[src/rtl/store_buffer.sv]
// Posted-write store buffer between the MEM-stage store path and data memory.
// Stores retire into a DEPTH-entry FIFO and drain to memory over valid/ready.
// Loads search the buffer combinationally: the youngest matching word store is
// forwarded, and a pending byte store to the same word stalls the load.
// Optional feature: define STORE_BUF_COALESCE_EN to let a word store overwrite
// the youngest entry (same word, not the head) instead of allocating a new one.
module store_buffer #(
  parameter int unsigned DEPTH = 4,
  parameter int unsigned PTR_W = 2
) (
  input  logic        clk,
  input  logic        rst_n,
  input  logic        st_valid,
  input  logic        st_byte,
  input  logic [31:0] st_addr,
  input  logic [31:0] st_data,
  output logic        st_ready,
  input  logic        ld_valid,
  input  logic [31:0] ld_addr,
  output logic        ld_hit,
  output logic [31:0] ld_data,
  output logic        ld_stall,
  output logic        mem_wr_valid,
  input  logic        mem_wr_ready,
  output logic [31:0] mem_wr_addr,
  output logic [31:0] mem_wr_data,
  output logic        mem_wr_byte,
  input  logic        drain,
  output logic        empty
);

  localparam logic [PTR_W:0] DepthCnt = (PTR_W + 1)'(DEPTH);

  logic [31:0]      addr_q [DEPTH];
  logic [31:0]      data_q [DEPTH];
  logic [DEPTH-1:0] byte_q;
  logic [DEPTH-1:0] vld_q;
  logic [PTR_W-1:0] head_q, tail_q;
  logic [PTR_W:0]   count_q, count_d;

  logic        push, pop, coal;
  logic [31:0] st_wdata;

  // Word-offset bits of the load address never take part in the match.
  logic unused_ld_lsb;
  assign unused_ld_lsb = ^ld_addr[1:0];

`ifdef STORE_BUF_COALESCE_EN
  logic [PTR_W-1:0] yidx;

  // Coalesce candidate: youngest entry is a same-word word store and not the head.
  always_comb begin
    yidx = tail_q - PTR_W'(1);
    coal = st_valid & ~st_byte & ~drain & (count_q >= (PTR_W + 1)'(2)) & vld_q[yidx] &
           ~byte_q[yidx] & (addr_q[yidx][31:2] == st_addr[31:2]);
  end
`else
  // Coalescing disabled: every accepted store allocates.
  always_comb begin
    coal = 1'b0;
  end
`endif

  // Handshake, head presentation and occupancy flags.
  always_comb begin
    st_ready     = ((count_q != DepthCnt) | coal) & ~drain;
    push         = st_valid & st_ready & ~coal;
    mem_wr_valid = (count_q != '0);
    pop          = mem_wr_valid & mem_wr_ready;
    mem_wr_addr  = addr_q[head_q];
    mem_wr_data  = data_q[head_q];
    mem_wr_byte  = byte_q[head_q];
    empty        = (count_q == '0);
    // Byte stores keep only the low byte so memory sees a clean value.
    st_wdata     = st_byte ? {24'h0, st_data[7:0]} : st_data;
  end

  // Occupancy update: a simultaneous push and pop leaves count unchanged.
  always_comb begin
    count_d = count_q;
    unique case ({push, pop})
      2'b10:   count_d = count_q + 1'b1;
      2'b01:   count_d = count_q - 1'b1;
      default: count_d = count_q;
    endcase
  end

  // Load lookup: scan oldest to youngest so the last match wins.
  always_comb begin
    logic             found;
    logic             fbyte;
    logic [31:0]      fdata;
    logic [PTR_W-1:0] idx;
    found    = 1'b0;
    fbyte    = 1'b0;
    fdata    = '0;
    idx      = '0;
    ld_hit   = 1'b0;
    ld_stall = 1'b0;
    ld_data  = '0;
    for (int i = 0; i < DEPTH; i++) begin
      idx = head_q + PTR_W'(i);
      if (((PTR_W + 1)'(i) < count_q) && vld_q[idx] &&
          (addr_q[idx][31:2] == ld_addr[31:2])) begin
        found = 1'b1;
        fbyte = byte_q[idx];
        fdata = data_q[idx];
      end
    end
    if (ld_valid && found) begin
      if (fbyte) begin
        ld_stall = 1'b1;
      end else begin
        ld_hit  = 1'b1;
        ld_data = fdata;
      end
    end
  end

  // Entry storage and pointers; popped entries are zeroed so idle outputs read 0.
  always_ff @(posedge clk or negedge rst_n) begin
    if (!rst_n) begin
      for (int i = 0; i < DEPTH; i++) begin
        addr_q[i] <= '0;
        data_q[i] <= '0;
      end
      byte_q  <= '0;
      vld_q   <= '0;
      head_q  <= '0;
      tail_q  <= '0;
      count_q <= '0;
    end else begin
      if (pop) begin
        vld_q[head_q]  <= 1'b0;
        byte_q[head_q] <= 1'b0;
        addr_q[head_q] <= '0;
        data_q[head_q] <= '0;
        head_q         <= head_q + 1'b1;
      end
      if (push) begin
        vld_q[tail_q]  <= 1'b1;
        byte_q[tail_q] <= st_byte;
        addr_q[tail_q] <= st_addr;
        data_q[tail_q] <= st_wdata;
        tail_q         <= tail_q + 1'b1;
      end
`ifdef STORE_BUF_COALESCE_EN
      if (coal) begin
        data_q[yidx] <= st_data;
      end
`endif
      count_q <= count_d;
    end
  end

endmodule

[config.mk]
export PLATFORM = sky130hd
export DESIGN_NAME = store_buffer
export DESIGN_NICKNAME = d
export VERILOG_FILES = /design/src/rtl/store_buffer.sv
export SDC_FILE = /design/constraint.sdc
export NUM_CORES = 1
export LEC_CHECK = 0
export ABC_AREA = 1
export CORE_UTILIZATION = 40
export DETAILED_ROUTE_END_ITERATION = 16
export SLEW_MARGIN = 40
export SYNTH_ARGS = -nofsm -noshare
export SYNTH_HDL_FRONTEND = slang
export SYNTH_SLANG_ARGS = --single-unit
[constraint.sdc]
create_clock -name clk -period 7.5 [get_ports clk]
set_input_delay 0.75 -clock clk [delete_from_list [all_inputs] [get_ports clk]]
set_output_delay 0.75 -clock clk [all_outputs]
set_load 0.03 [all_outputs]
**Run 1: routing congestion**

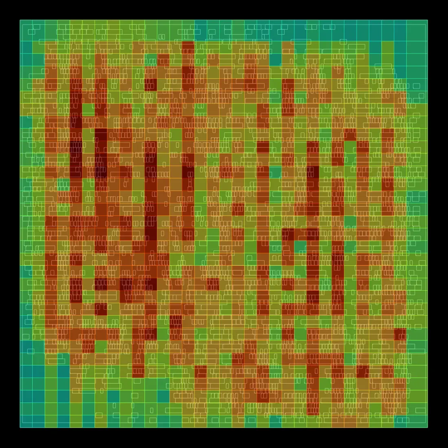
met3 routing resource usage after global routing: 3.01%
met2 track utilization from global routing: 49.0%

**Run 1: metal 4**

Scale: 2 px per um. Supply wires on this layer in gray.
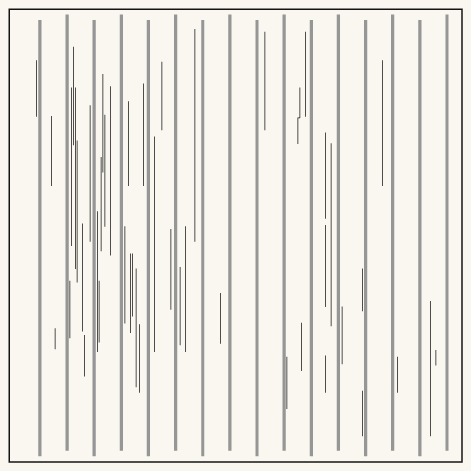
main direction: vertical
nets with wire on the layer: 36
wire length after detailed routing: 74,500 um
via count of the routed design: 21.9k

**Run 1: close-up of the layout**

Region (98, 53) to (128, 83) um. Cells in gray, sequential cells in the stronger gray; small squares are vias.
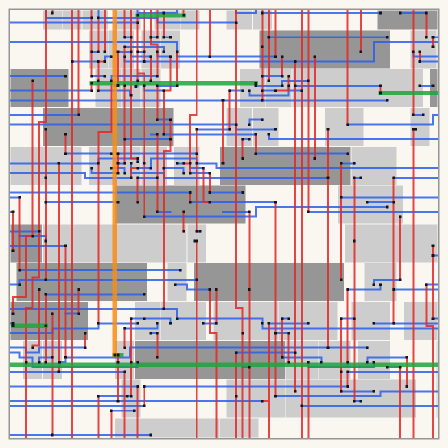
legend:
  blue:
    layer: metal 1
  orange:
    layer: metal 4
  green:
    layer: metal 3
  red:
    layer: metal 2
netlist names of flops here include: addr_q (4), head_q (2), vld_q (2)
most frequent: nand2_1 (12), nand3_1 (10)
sequential cells in the window: 8
cells with their middle in the window: 59

==> GITHUB_STEP_SUMMARY, run 1 <==
### Flow metrics

| Metric | Value |
|---|---|
| Run status | finished, final reports clean |
| Die outline height | 226 um |
| Switching power share of the total | 52.3% |
| Overall fraction of global-route tracks in use | approximately 29% |
| Vias per cell | approximately 5.5 |
| Net Switching | around 6 mW |
| Die Size | between 50,000 and 60,000 um2 |
| Number of distinct library cell variants in the gate-level netlist after synthesis | 27 |
| Period Utilization, post-route | between 80% and 90% |
| Part of the power in the clock network | between 10% and 20% |
| Share of layout cells above drive strength 1 | ~4.5% |
| Internal power | between 5 and 6 mW |
| Core utilization before placement | about two fifths |
| Synth warnings | 0 |
| Die boundary width | approximately 230 um |
| Number of global-route vias before repair | slightly above 20k |
| Post-CTS clock slew at the launch and capture registers of the worst setup and hold paths | 60 ps |
| Violation count after the first detailed-route iteration | 2,060 |
| Data arrival time at the worst-slack endpoint | approximately 5600 ps |
| Sum Neg Setup Slack | 0 ps |
| Port bufs | 202 |
| Worst Skew | between 20 and 25 ps |
| Ordered cell list for the critical path | buf_4 -> buf_4 -> nand2_1 -> nand3_1 -> nand2_1 -> nand2_1 -> nand2_1 -> nor2_1 -> nand3_1 -> nor2_1 -> nand2_2 -> nand2_1 -> nor2_1 -> nor2_2 -> nand3_2 -> buf_4 -> nor2_1 -> buf_4 |
| Path type of the worst setup path | reg2out |
| Transition time at the pin with the least slew margin | around 860 ps |
| Io pins | roughly 200 |
| Dominant Register Cell | dfrtp_1 |
| CTS tree | built |
| Critical path's most frequent cell | nand2_1 |
| Net count after synthesis | ~3.3k |
| Sequential cell area fraction in the yosys report | 33.9% |
| Kind of end point of the critical path | output pin |
| Power density normalized to cell area | roughly 470 nW/um2 |
| RSZ-0062 raised after global routing | no |
| ANT nets after route | 0 |
| Worst path bufs/invs | 4 |
| Portion of total power attributed to combinational logic | ~61% |
| Final Non-Filler Cells | 3,967 |
| Number of max-capacitance violations reported | 0 |
| Seq pwr share | about 22% |
| Clock sink total | between 200 and 300 |
| Placed cell count | just under 4k |
| Setup fix buffers added after clock tree synthesis | 0 |
| Minimum hold slack | a little over 100 ps |
| CTS Hold Buffers Added | 0 |
| Floorplan core area | between 40,000 and 50,000 um2 |
| Slew Limit Fails | 0 |
| Root buf cell | clkbuf_16 |
| Highest-delay cell along the critical path | dfrtp_4 |
| Synth Cell Area | approximately 20,000 um2 |
| Final setup violating endpoints | 0 |
| Required time at the worst-slack endpoint | just under 7000 ps |
| Number of antenna violations at the first check in global routing | 0 |
| Post-detailed-placement half-perimeter wirelength | ~48,000 um |
| Post-cts gate resize count | 0 |
| Final Hold Vio Count | 0 |
| Area of the synthesized netlist per yosys stat | about 20,000 um2 |
[run 1: metrics by stage]
step,instance area (um2),power [mW]
6_report,23500,11.1
5_1_grt,23500,12.1
4_1_cts,23400,11.1
3_5_place_dp,22100,9.14
3_3_place_gp,22000,8.99
2_1_floorplan,20000,7.07
[run 1: path summary, 6_finish.rpt]
path / from / endpoint / slack [ps] / cells past startpoint
min reg2reg: vld_q[2] / vld_q[2] / 510 / 2
min: rst_n / data_q[108] / 100 / 1
max: head_q[0] / ld_data[0] / 1170 / 18
min in group clk: vld_q[2] / vld_q[2] / 510 / 2
max reg2reg: head_q[1] / addr_q[23] / 4160 / 7
max in group asynchronous: rst_n / data_q[30] / 6140 / 3
[run 1: cells in the mapped netlist, types with 26 or more instances]
| master | count | area, um2 |
|---|---|---|
| a21oi_1 | 69 | 345 |
| buf_1 | 26 | 97.6 |
| buf_2 | 47 | 235 |
| clkbuf_1 | 124 | 465 |
| dfrtp_1 | 271 | 6780 |
| inv_1 | 252 | 946 |
| nand2_1 | 1087 | 4080 |
| nand3_1 | 620 | 3100 |
| nor2_1 | 120 | 450 |
| o211ai_1 | 33 | 248 |
| o21ai_0 | 466 | 2330 |
| o21ai_1 | 33 | 165 |
[run 1: power groups by stage]
stage | logic [mW] | registers (mW) | clock network, mW
6_report | 6.79 | 2.45 | 1.90
5_1_grt | 7.55 | 2.53 | 1.99
4_1_cts | 6.70 | 2.44 | 1.94
3_5_place_dp | 6.67 | 2.46 | 0
3_3_place_gp | 6.54 | 2.45 | 0
2_1_floorplan | 4.75 | 2.31 | 0
[run 1: area by class of cell]
class | count | area, um2
fill | 5028 | 25600
multi-input combinational | 2476 | 11300
sequential | 271 | 6790
timing repair buffer | 233 | 2390
clock buffer | 46 | 988
inverter | 261 | 987
tap | 664 | 831
clock inverter | 16 | 298
[run 1: registers in the layout (all words and copies together) (netlist names)]
name     flops
addr_q     128
byte_q       4
count_q      3
data_q     128
head_q       2
tail_q       2
vld_q        4
[run 1: routing by layer]
| metal | up-vias | wire length, um | GRT usage [%] | share of wire [%] |
|---|---|---|---|---|
| li1 | 10700 | - | - | - |
| met1 | 10300 | 32600 | 39.4 | 44 |
| met2 | 822 | 34900 | 49.0 | 47 |
| met3 | 109 | 4780 | 3.01 | 6.4 |
| met4 | 0 | 2180 | 11.0 | 2.9 |
| met5 | - | 0 | 0 | 0 |
[run 1: logic make-up after synthesis]
kind of cell / after synthesis / share of synthesized area, %
simple gates: 1841 / 38.7
compound gates: 604 / 15.6
buf+inv: 486 / 10.2
flops: 271 / 33.9
fa+ha+maj: 13 / 0.814
xor+xnor: 10 / 0.438
mux: 8 / 0.401
--- run 2 (diff from run 1) ---
==> constraint.sdc (replaced) <==
create_clock -name clk -period 5.3 [get_ports clk]
set_input_delay 0.53 -clock clk [delete_from_list [all_inputs] [get_ports clk]]
set_output_delay 0.53 -clock clk [all_outputs]
set_load 0.03 [all_outputs]
**Run 2: close-up of the layout**

Region (98, 53) to (128, 83) um. Cells in gray, sequential cells in the stronger gray; small squares are vias.
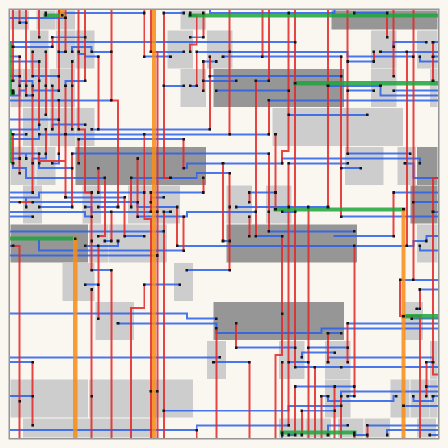
legend:
  green:
    layer: metal 3
  orange:
    layer: metal 4
  red:
    layer: metal 2
  blue:
    layer: metal 1
sequential cells in the window: 6
most frequent: nand3_1 (14), nand2_1 (12), o21ai_0 (11)
cells with their middle in the window: 57
netlist names of flops here include: addr_q (3), data_q (2)

==> GITHUB_STEP_SUMMARY, run 2 <==
### Flow metrics

| Metric | Value |
|---|---|
| Path type of the worst setup path | reg2out |
| Registers with the most flip-flops | addr_q (128), data_q (128) |
| Run status | finished, final reports clean |
| Clock sink total | 271 (unchanged) |
| Ordered cell list for the critical path | inv_6 -> ha_4 -> inv_2 -> buf_4 -> nand3_1 -> nand2_1 -> nand2_1 -> nand2_1 -> nand3_1 -> nor2_1 -> nand2_1 -> nor2_1 -> nand2_1 -> inv_2 -> buf_4 -> o211ai_1 -> nand3_2 -> buf_4 -> nor2_1 -> buf_4 |
| Most used standard cells in the synthesized netlist | nand2_1 (1,087), nand3_1 (620), o21ai_0 (466), dfrtp_1 (271), inv_1 (252) |
| Data arrival time at the worst-slack endpoint | 4570 ps (-1010 ps) |
| Sum Neg Setup Slack | 0 ps (unchanged) |
| Post-CTS clock slew at the launch and capture registers of the worst setup and hold paths | 60 ps (about the same) |
| Core utilization before placement | 40.7% (unchanged) |
| Portion of total power attributed to combinational logic | 63.3% (+2.4 points) |
| Post-detailed-placement half-perimeter wirelength | 47,000 um (-1.0%) |
| Net Switching | 8.31 mW (+43%) |
| Seq pwr share | 22.0% (about the same) |
| Final setup violating endpoints | 0 (unchanged) |
| Number of max-capacitance violations reported | 0 (unchanged) |
| Wire length after detailed routing | 75,700 um (+1.6%) |
| Die boundary width | 226 um (unchanged) |
| Critical path's most frequent cell | nand2_1 |
| Share of layout cells above drive strength 1 | 4.33% (-0.15 points) |
| Highest-delay cell along the critical path | dfrtp_4 |
| Internal power | 7.19 mW (+35%) |
| Number of distinct library cell variants in the gate-level netlist after synthesis | 27 (unchanged) |
| Die outline height | 226 um (unchanged) |
| Period Utilization, post-route | between 90% and 100% |
| Power density normalized to cell area | 663 nW/um2 (+40%) |
| Kind of end point of the critical path | output pin |
| Transition time at the pin with the least slew margin | 921 ps (+61.8 ps) |
| Synth area leaders | dfrtp_1 (34%), nand2_1 (20%), nand3_1 (16%) |
| Violation count after the first detailed-route iteration | 2,177 (+5.7%) |
| Cell with the most instances after synthesis | nand2_1 |
| Net count after synthesis | 3,349 (unchanged) |
| Part of the power in the clock network | 14.7% (-2.4 points) |
| Overall fraction of global-route tracks in use | 29.5% (+0.070 points) |
| Synth warnings | 0 (unchanged) |
| Synth Cell Area | 20,000 um2 (unchanged) |
| Number of antenna violations at the first check in global routing | 1 (+1) |
| Sequential cell area fraction in the yosys report | 33.9% (unchanged) |
| Port bufs | 202 (unchanged) |
| Root buf cell | clkbuf_16 |
[run 2: worst max-delay path: cells and delay by family, from the launching register on]
family | cells | cell delay (ps)
buf+inv | 7 | 1620
simple gates | 11 | 1430
flops | 1 | 510
fa+ha+maj | 1 | 210
compound gates | 1 | 200
[run 2: through the flow]
stage	setup WS (ps)	cells	area [um2]	power, mW
6_report	200	3969	23400	15.5
2_1_floorplan	907	3233	20000	10.0
5_1_grt	24.6	3969	23400	16.8
3_3_place_gp	734	3900	22100	12.8
3_5_place_dp	690	3901	22100	13.0
4_1_cts	84.0	3962	23200	15.3
[run 2: cells by family (layout without fill, tap and decap cells)]
family | Yosys count | in the layout | share of synthesized area [%]
and+or+nand+nor | 1841 | 1841 | 38.7
AOI/OAI and AO/OA | 604 | 604 | 15.6
buffers and inverters | 486 | 557 | 10.2
DFF | 271 | 271 | 33.9
adders and majority gates | 13 | 13 | 0.814
xor gates and xnor gates | 10 | 10 | 0.438
muxes | 8 | 8 | 0.401
other | 0 | 1 | 0
[run 2: routing by layer]
| metal | vias to the layer above | GRT usage [%] | share of wire [%] |
|---|---|---|---|
| li1 | 10700 | - | - |
| met1 | 10300 | 40.7 | 45 |
| met2 | 877 | 47.0 | 45 |
| met3 | 137 | 3.81 | 6.8 |
| met4 | 0 | 10.9 | 3.2 |
| met5 | - | 0 | 0 |
[run 2: what timing repair did]
item,in CTS,in global routing
hold buffers,1,0
buffers inserted,0,0
endpoints found under the setup margin,0,23
endpoints found under the hold margin,50,0
resized,0,0
[run 2: final timing paths]
| path | startpoint | endpoint | slack (ps) | cells past startpoint |
|---|---|---|---|---|
| worst max-delay path | head_q[0] | ld_data[27] | 200 | 20 |
| worst min register to register | vld_q[1] | vld_q[1] | 500 | 2 |
| min in group clk | vld_q[1] | vld_q[1] | 500 | 2 |
| worst max register to register | head_q[0] | addr_q[64] | 1860 | 7 |
| worst min-delay path | rst_n | data_q[108] | 470 | 2 |
| max in group asynchronous | rst_n | addr_q[18] | 3740 | 3 |
[run 2: layout make-up]
class                   count  area (um2)  area share [%]
clock inverters             9        72.6           0.310
diodes                      1        2.50          0.0107
well taps                 664         831            3.55
inverters                 261         987            4.22
flip-flops and latches    271        6790            29.0
multi-input cells        2476       11300            48.2
clock buffers              51         986            4.22
repair buffers            236        2440            10.4
[run 2: power groups by stage]
stage	clock network (mW)	registers (mW)	logic [mW]
detailed placement	0	3.43	9.53
finish	2.27	3.41	9.81
global route	2.40	3.52	10.8
CTS	2.32	3.40	9.57
floorplan	0	3.28	6.72
global placement	0	3.41	9.39
--- run 3 (diff from run 2) ---
--- a/config.mk
+++ b/config.mk
@@ -6,6 +6,7 @@
 export NUM_CORES = 1
 export LEC_CHECK = 0
 export ABC_AREA = 1
+export CORE_MARGIN = 2
 export CORE_UTILIZATION = 40
 export DETAILED_ROUTE_END_ITERATION = 16
 export SLEW_MARGIN = 40
**Run 3: routing congestion**

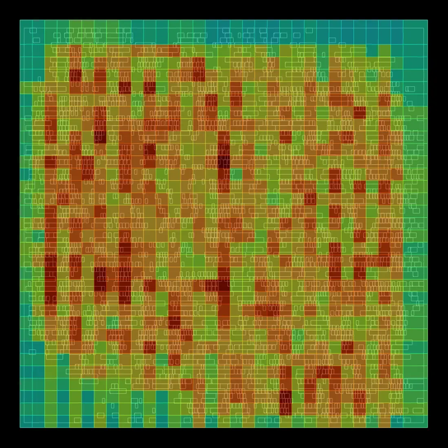
overall fraction of global-route tracks in use: 28.9%
final core area utilization: 47.8%

==> GITHUB_STEP_SUMMARY, run 3 <==
### Flow metrics

| Metric | Value |
|---|---|
| Overflow left after global routing | 0 |
| Highest-delay cell along the critical path | dfrtp_4 |
| Diodes inserted | 0 (-1) |
| Sum Neg Setup Slack | 0 ps (unchanged) |
| Ordered cell list for the critical path | inv_4 -> buf_12 -> nand3_1 -> nand2_1 -> nand2_1 -> nand2_1 -> nand2_1 -> nor2_1 -> inv_1 -> nor2_1 -> nand2_1 -> nor2_4 -> buf_4 -> nand2_1 -> nand2_1 -> nand2_1 -> nand2_1 -> nand2_1 -> nor2_1 -> buf_4 |
| Startpoint of the worst register-to-register path | head_q[1] |
| Number of distinct library cell variants in the gate-level netlist after synthesis | 27 (unchanged) |
| Xor and xnor fraction of the mapped netlist area | 0.438% (unchanged) |
| Minimum setup slack among reg-to-reg paths | 2190 ps (+330 ps) |
| Net count after synthesis | 3,349 (unchanged) |
| Violation count after the first detailed-route iteration | 2,211 (+1.6%) |
| Path type of the worst setup path | reg2out |
| Main logic family after synthesis | simple AND/OR/NAND/NOR gates |
| Clock sink total | 271 (unchanged) |
| Number of max-capacitance violations reported | 0 (unchanged) |
| Final setup violating endpoints | 0 (unchanged) |
| Area share of fa/ha/maj cells after synthesis | 0.814% (unchanged) |
| Setup fix buffers added after clock tree synthesis | 0 (unchanged) |
| Floorplan core area | just under 50,000 um2 |
| Sequential cell area fraction in the yosys report | 33.9% (unchanged) |
| Die outline height | 228 um (+0.89%) |
| Worst path bufs/invs | 5 (-2) |
| Share of layout cells above drive strength 1 | 4.66% (+0.33 points) |
| Share of cell area taken by muxes after synthesis | 0.401% (unchanged) |
| Data arrival time at the worst-slack endpoint | 4450 ps (-120 ps) |
| Area of the synthesized netlist per yosys stat | between 15,000 and 20,000 um2 |
| Cell with the most instances after synthesis | nand2_1 |
| Root buf cell | clkbuf_16 |
| Power density normalized to cell area | 663 nW/um2 (about the same) |
| Core utilization before placement | 40.7% (unchanged) |
| Synth Cell Area | 20,000 um2 (unchanged) |
| Period Utilization, post-route | 94.0% (-2.2 points) |
| Die boundary width | 228 um (+0.89%) |
| Run status | finished, final reports clean |
| Number of antenna violations at the first check in global routing | 0 (-1) |
| Simple-gate area share of the yosys netlist | 38.7% (unchanged) |
| Most used standard cells in the synthesized netlist | nand2_1 (1,087), nand3_1 (620), o21ai_0 (466), dfrtp_1 (271), inv_1 (252) |
| Critical path origin | head_q[1] |
| Wire length after detailed routing | 75,100 um (-0.84%) |
| Post-detailed-placement half-perimeter wirelength | 48,300 um (+2.7%) |
| Synth warnings | 0 (unchanged) |
| Port bufs | 202 (unchanged) |
| Registers with the most flip-flops | addr_q (128), data_q (128) |
| Synth area leaders | dfrtp_1 (34%), nand2_1 (20%), nand3_1 (16%) |
| Critical path's most frequent cell | nand2_1 |
| Compound-cell area share of the yosys netlist | 15.6% (unchanged) |
| Transition time at the pin with the least slew margin | 824 ps (-96.9 ps) |
| Kind of end point of the critical path | output pin |
-- run 3: cell counts after synthesis --
Identical to the previous run, type by type.
-- run 3: final cells by class --
type	instances	area (um2)
clock buffer	42	952
sequential	271	6790
multi-input combinational	2476	11300
clock inverter	17	203
fill	4993	25700
inverter	261	987
timing repair buffer	239	2450
tap	664	831
-- run 3: per-stage QoR --
step	cell area (um2)	setup WS [ps]	power, mW	std cells
5_1_grt	23500	27.5	16.8	3970
2_1_floorplan	20000	907	10.0	3233
4_1_cts	23400	121	15.5	3965
3_3_place_gp	22100	736	12.8	3904
3_5_place_dp	22200	713	13.0	3906
6_report	23500	317	15.6	3970
-- run 3: kinds of logic after synthesis --
group / Yosys count
fa+ha+maj: 13
buf+inv: 486
flops: 271
mux: 8
simple gates: 1841
compound gates: 604
xor+xnor: 10
-- run 3: final timing paths --
path,depth (start not counted),to
min in group clk,2,vld_q[3]
min reg2reg,2,vld_q[3]
max reg2reg,7,byte_q[1]
max,20,ld_data[1]
max in group asynchronous,4,addr_q[80]
min,2,data_q[11]
-- run 3: timing repair --
action / CTS / global route
endpoints found under the hold margin: 0 / 25
gates resized: 0 / 4
endpoints found under the setup margin: 0 / 22
hold buffers: 0 / 1
-- run 3: per-layer routing --
metal  track usage [%]  vias up  routed length, um
met4              9.02        0               2360
met1              38.6    10400              32300
met5                 0        -                  0
li1                  -    10700                  -
met2              48.7      865              35200
met3              3.78      134               5230
-- run 3: report_power, final --
group	leakage (nW)	switching [mW]	internal (mW)
Combinational	6.75	6.67	3.00
Sequential	3.62	0.603	2.85
Clock	0.563	0.972	1.47
No activity file was given, so power comes from the tool's default toggle rates.
